$ cat src/rtl/adc_sample_proc_if.sv
// Handshake and data bundle for adc_sample_proc: SPI ADC results in, averaged samples out.
// The slave modport is the processing block's view; master is the driver/consumer side.
interface adc_sample_proc_if;
  logic        spi_done;
  logic [19:0] spi_data_a;
  logic [19:0] spi_data_b;
  logic        cal_req;
  logic        out_ready;
  logic        out_valid;
  logic [19:0] out_a;
  logic [19:0] out_b;
  logic        cal_busy;
  logic        overrun;
  logic        clr_overrun;

  modport master (
    output spi_done, spi_data_a, spi_data_b, cal_req, out_ready, clr_overrun,
    input  out_valid, out_a, out_b, cal_busy, overrun
  );

  modport slave (
    input  spi_done, spi_data_a, spi_data_b, cal_req, out_ready, clr_overrun,
    output out_valid, out_a, out_b, cal_busy, overrun
  );
endinterface

$ cat src/rtl/adc_sample_proc.sv
// Dual-channel ADC sample processor: offset calibration (CAL), then offset-corrected,
// saturated, block-averaged results (RUN) behind a valid/ready output with overrun flag.
module adc_sample_proc #(
  parameter int unsigned CAL_LOG2 = 4,
  parameter int unsigned AVG_LOG2 = 2
) (
  input logic               clk,
  input logic               sys_rst_n,
  adc_sample_proc_if.slave  bus
);

  localparam int unsigned CalW = 20 + CAL_LOG2;
  localparam int unsigned AvgW = 20 + AVG_LOG2;
  localparam logic [8:0]  CalLast = 9'((32'd1 << CAL_LOG2) - 32'd1);
  localparam logic [8:0]  AvgLast = 9'((32'd1 << AVG_LOG2) - 32'd1);

  typedef enum logic {StCal, StRun} state_e;

  state_e                   state_q, state_d;
  logic [8:0]               cnt_q, cnt_d;
  logic                     s1_valid_q, s1_valid_d;
  logic signed [19:0]       s1_a_q, s1_a_d, s1_b_q, s1_b_d;
  logic signed [CalW-1:0]   cal_acc_a_q, cal_acc_a_d, cal_acc_b_q, cal_acc_b_d;
  logic signed [AvgW-1:0]   avg_acc_a_q, avg_acc_a_d, avg_acc_b_q, avg_acc_b_d;
  logic signed [19:0]       offset_a_q, offset_a_d, offset_b_q, offset_b_d;
  logic                     out_valid_q, out_valid_d;
  logic [19:0]              out_a_q, out_a_d, out_b_q, out_b_d;
  logic                     overrun_q, overrun_d;

  logic signed [CalW-1:0]   cal_sum_a, cal_sum_b;
  logic signed [19:0]       corr_a, corr_b;
  logic signed [AvgW-1:0]   avg_sum_a, avg_sum_b;
  logic                     new_res;
  logic [19:0]              res_a, res_b;

  // Clamp a 21-bit difference into the 20-bit two's complement range.
  function automatic logic signed [19:0] sat20(input logic signed [20:0] v);
    logic signed [19:0] r;
    if (v[20] != v[19]) begin
      r = v[20] ? 20'sh80000 : 20'sh7FFFF;
    end else begin
      r = v[19:0];
    end
    return r;
  endfunction

  always_comb begin
    cal_sum_a = cal_acc_a_q + CalW'(s1_a_q);
    cal_sum_b = cal_acc_b_q + CalW'(s1_b_q);
    corr_a    = sat20(21'(s1_a_q) - 21'(offset_a_q));
    corr_b    = sat20(21'(s1_b_q) - 21'(offset_b_q));
    avg_sum_a = avg_acc_a_q + AvgW'(corr_a);
    avg_sum_b = avg_acc_b_q + AvgW'(corr_b);
  end

  always_comb begin
    state_d     = state_q;
    cnt_d       = cnt_q;
    s1_valid_d  = bus.spi_done;
    s1_a_d      = bus.spi_done ? signed'(bus.spi_data_a) : s1_a_q;
    s1_b_d      = bus.spi_done ? signed'(bus.spi_data_b) : s1_b_q;
    cal_acc_a_d = cal_acc_a_q;
    cal_acc_b_d = cal_acc_b_q;
    avg_acc_a_d = avg_acc_a_q;
    avg_acc_b_d = avg_acc_b_q;
    offset_a_d  = offset_a_q;
    offset_b_d  = offset_b_q;
    out_valid_d = out_valid_q;
    out_a_d     = out_a_q;
    out_b_d     = out_b_q;
    overrun_d   = overrun_q;
    new_res     = 1'b0;
    res_a       = 20'(avg_sum_a >>> AVG_LOG2);
    res_b       = 20'(avg_sum_b >>> AVG_LOG2);

    // Recalibration wins over any sample: the coincident and in-flight samples are dropped.
    if (bus.cal_req) begin
      state_d     = StCal;
      cnt_d       = '0;
      s1_valid_d  = 1'b0;
      cal_acc_a_d = '0;
      cal_acc_b_d = '0;
      avg_acc_a_d = '0;
      avg_acc_b_d = '0;
    end else if (s1_valid_q) begin
      unique case (state_q)
        StCal: begin
          if (cnt_q == CalLast) begin
            offset_a_d  = 20'(cal_sum_a >>> CAL_LOG2);
            offset_b_d  = 20'(cal_sum_b >>> CAL_LOG2);
            cal_acc_a_d = '0;
            cal_acc_b_d = '0;
            cnt_d       = '0;
            state_d     = StRun;
          end else begin
            cal_acc_a_d = cal_sum_a;
            cal_acc_b_d = cal_sum_b;
            cnt_d       = cnt_q + 9'd1;
          end
        end
        StRun: begin
          if (cnt_q == AvgLast) begin
            new_res     = 1'b1;
            avg_acc_a_d = '0;
            avg_acc_b_d = '0;
            cnt_d       = '0;
          end else begin
            avg_acc_a_d = avg_sum_a;
            avg_acc_b_d = avg_sum_b;
            cnt_d       = cnt_q + 9'd1;
          end
        end
        default: state_d = StCal;
      endcase
    end

    if (out_valid_q && bus.out_ready) begin
      out_valid_d = 1'b0;
    end
    if (bus.clr_overrun) begin
      overrun_d = 1'b0;
    end
    if (new_res) begin
      if (!out_valid_q || bus.out_ready) begin
        out_valid_d = 1'b1;
        out_a_d     = res_a;
        out_b_d     = res_b;
      end else begin
        overrun_d = 1'b1;
      end
    end
  end

  always_ff @(posedge clk or negedge sys_rst_n) begin
    if (!sys_rst_n) begin
      state_q     <= StCal;
      cnt_q       <= '0;
      s1_valid_q  <= 1'b0;
      s1_a_q      <= '0;
      s1_b_q      <= '0;
      cal_acc_a_q <= '0;
      cal_acc_b_q <= '0;
      avg_acc_a_q <= '0;
      avg_acc_b_q <= '0;
      offset_a_q  <= '0;
      offset_b_q  <= '0;
      out_valid_q <= 1'b0;
      out_a_q     <= '0;
      out_b_q     <= '0;
      overrun_q   <= 1'b0;
    end else begin
      state_q     <= state_d;
      cnt_q       <= cnt_d;
      s1_valid_q  <= s1_valid_d;
      s1_a_q      <= s1_a_d;
      s1_b_q      <= s1_b_d;
      cal_acc_a_q <= cal_acc_a_d;
      cal_acc_b_q <= cal_acc_b_d;
      avg_acc_a_q <= avg_acc_a_d;
      avg_acc_b_q <= avg_acc_b_d;
      offset_a_q  <= offset_a_d;
      offset_b_q  <= offset_b_d;
      out_valid_q <= out_valid_d;
      out_a_q     <= out_a_d;
      out_b_q     <= out_b_d;
      overrun_q   <= overrun_d;
    end
  end

  assign bus.out_valid = out_valid_q;
  assign bus.out_a     = out_a_q;
  assign bus.out_b     = out_b_q;
  assign bus.cal_busy  = (state_q == StCal);
  assign bus.overrun   = overrun_q;

endmodule

$ cat src/flat_wrapper.sv
// flat-port wrapper written by rule: the top's interface ports become plain ports
module adc_sample_proc_flat 
#(
  parameter int unsigned CAL_LOG2 = 4,
  parameter int unsigned AVG_LOG2 = 2
)
  (clk, sys_rst_n, bus_spi_done, bus_spi_data_a, bus_spi_data_b, bus_cal_req, bus_out_ready, bus_clr_overrun, bus_out_valid, bus_out_a, bus_out_b, bus_cal_busy, bus_overrun);
  adc_sample_proc_if bus_i ();
  input logic clk;
  input logic sys_rst_n;
  input wire logic [$bits(bus_i.spi_done)-1:0] bus_spi_done;
  input wire logic [$bits(bus_i.spi_data_a)-1:0] bus_spi_data_a;
  input wire logic [$bits(bus_i.spi_data_b)-1:0] bus_spi_data_b;
  input wire logic [$bits(bus_i.cal_req)-1:0] bus_cal_req;
  input wire logic [$bits(bus_i.out_ready)-1:0] bus_out_ready;
  input wire logic [$bits(bus_i.clr_overrun)-1:0] bus_clr_overrun;
  output wire logic [$bits(bus_i.out_valid)-1:0] bus_out_valid;
  output wire logic [$bits(bus_i.out_a)-1:0] bus_out_a;
  output wire logic [$bits(bus_i.out_b)-1:0] bus_out_b;
  output wire logic [$bits(bus_i.cal_busy)-1:0] bus_cal_busy;
  output wire logic [$bits(bus_i.overrun)-1:0] bus_overrun;
  assign bus_i.spi_done = bus_spi_done;
  assign bus_i.spi_data_a = bus_spi_data_a;
  assign bus_i.spi_data_b = bus_spi_data_b;
  assign bus_i.cal_req = bus_cal_req;
  assign bus_i.out_ready = bus_out_ready;
  assign bus_i.clr_overrun = bus_clr_overrun;
  assign bus_out_valid = bus_i.out_valid;
  assign bus_out_a = bus_i.out_a;
  assign bus_out_b = bus_i.out_b;
  assign bus_cal_busy = bus_i.cal_busy;
  assign bus_overrun = bus_i.overrun;
  adc_sample_proc #(.CAL_LOG2(CAL_LOG2), .AVG_LOG2(AVG_LOG2)) u_core (.clk(clk), .sys_rst_n(sys_rst_n), .bus(bus_i));
endmodule
$ cat config.mk
export PLATFORM = sky130hd
export DESIGN_NAME = adc_sample_proc_flat
export DESIGN_NICKNAME = d
export VERILOG_FILES = /design/src/rtl/adc_sample_proc_if.sv /design/src/rtl/adc_sample_proc.sv /design/src/flat_wrapper.sv
export SDC_FILE = /design/constraint.sdc
export NUM_CORES = 1
export LEC_CHECK = 0
export CORE_MARGIN = 2
export CORE_UTILIZATION = 35
export CTS_CLUSTER_SIZE = 10
export DETAILED_ROUTE_END_ITERATION = 10
export DONT_BUFFER_PORTS = 1
export GPL_TIMING_DRIVEN = 0
export HOLD_SLACK_MARGIN = 0.15
export PLACE_DENSITY_LB_ADDON = 0.05
export SYNTH_ARGS = -nofsm -noshare
export SYNTH_HDL_FRONTEND = slang
export SYNTH_SLANG_ARGS = --single-unit
$ cat constraint.sdc
create_clock -name clk -period 7.73 [get_ports clk]
set_clock_uncertainty 0.1 [all_clocks]
set_input_delay 1.546 -clock clk [delete_from_list [all_inputs] [get_ports clk]]
set_output_delay 1.546 -clock clk [all_outputs]
set_load 0.02 [all_outputs]
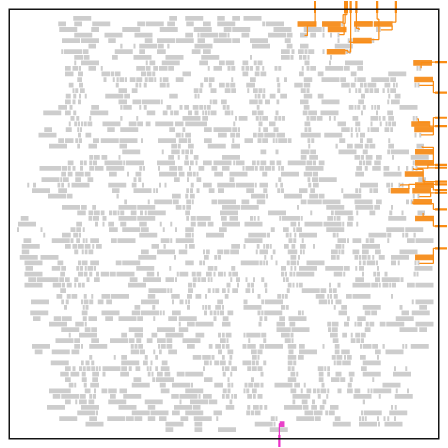
Figure 1: wires at chosen ports, followed through buffers.
[magenta] bus_out_ready | bits: 1 | direction: input | end cells: 1 | buffers: 0 | wire: 7.10 um
[orange] bus_out_a | bits: 20 | direction: output | end cells: 20 | buffers: 0 | wire: 319 um

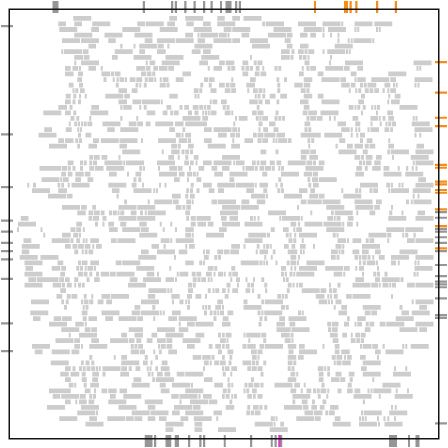
Figure 2: pin map.
Pins as bars across the die edge, other pins in grey.
[magenta] bus_out_ready | pins: 1 | direction: input | edge: bottom
[orange] bus_out_a | pins: 20 | direction: output | edge: 13 right, 7 top
all pins by edge: 29 right, 26 bottom, 23 top, 11 left

==> results.cfg <==
; yosys + openroad results
[status]
outcome = completed

[clocking]
clkSinkCount = 225
cts-root-buf = clkbuf_16
numCtsBuffers = 30
cts_tree = yes

[power]
ir_drop_mv = 0.1313
p_comb_w = 0.00107
seqPwrFrac = 0.339

[global_routing]
grt_use_met1 = 0.2763
grt_pass1_vias = 11360

[final_layout]
register_area_um2 = 5630
clkbuf_count = 40
buffers_excl_clock = 49
buffer_area_frac = 0.01157
final_area_um2 = 16440
combGateArea_um2 = 8632
postLayoutCoreUtil = 0.3927

[synth]
ys.flops = 225
synthAoiAreaFrac = 0.2127
syn-cell-area_um2 = 14780
synthArstFlopShare = 1.000

[placed_design]
gp_congestion = 0.8536
dpl_cell_area_um2 = 15450

[job]
cap_violations = 0
log.warning_count = 30

[floorplanning]
die_x_um = 209.5
tapCellCount = 539

[sta]
hold_violations = 0
relSlewSlack = 0.3750
finalClockPeriodUsage = 0.8739
holdWs_ns = 0.3887

[worst_setup_path]
critical_path_class = flop to flop
critPathMaxFanout = 10

[route]
dr_total_vias = 11230
drc = 0
drtIter0Drc = 517
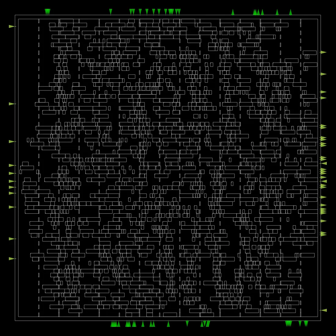
Figure 3: placement view.
flop share of the area: 0.3425
final cell count without fillers: 2116
Fillers: 4195
core footprint: 41850 um^2

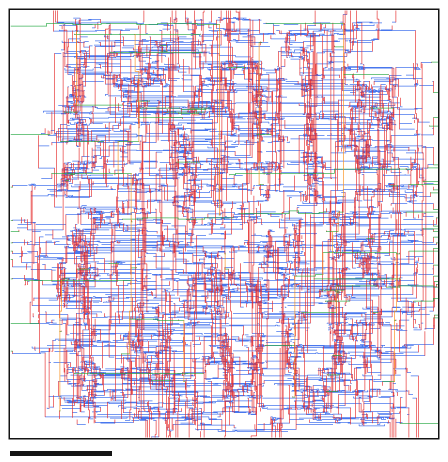
Figure 4: metal layers overlaid.
Bar = 50 um.
[red] met2 | wire length: 17400 um
[blue] met1 | wire length: 20.8 mm
[orange] met4 | wire length: 711 um
[green] met3 | wire length: 1310 um

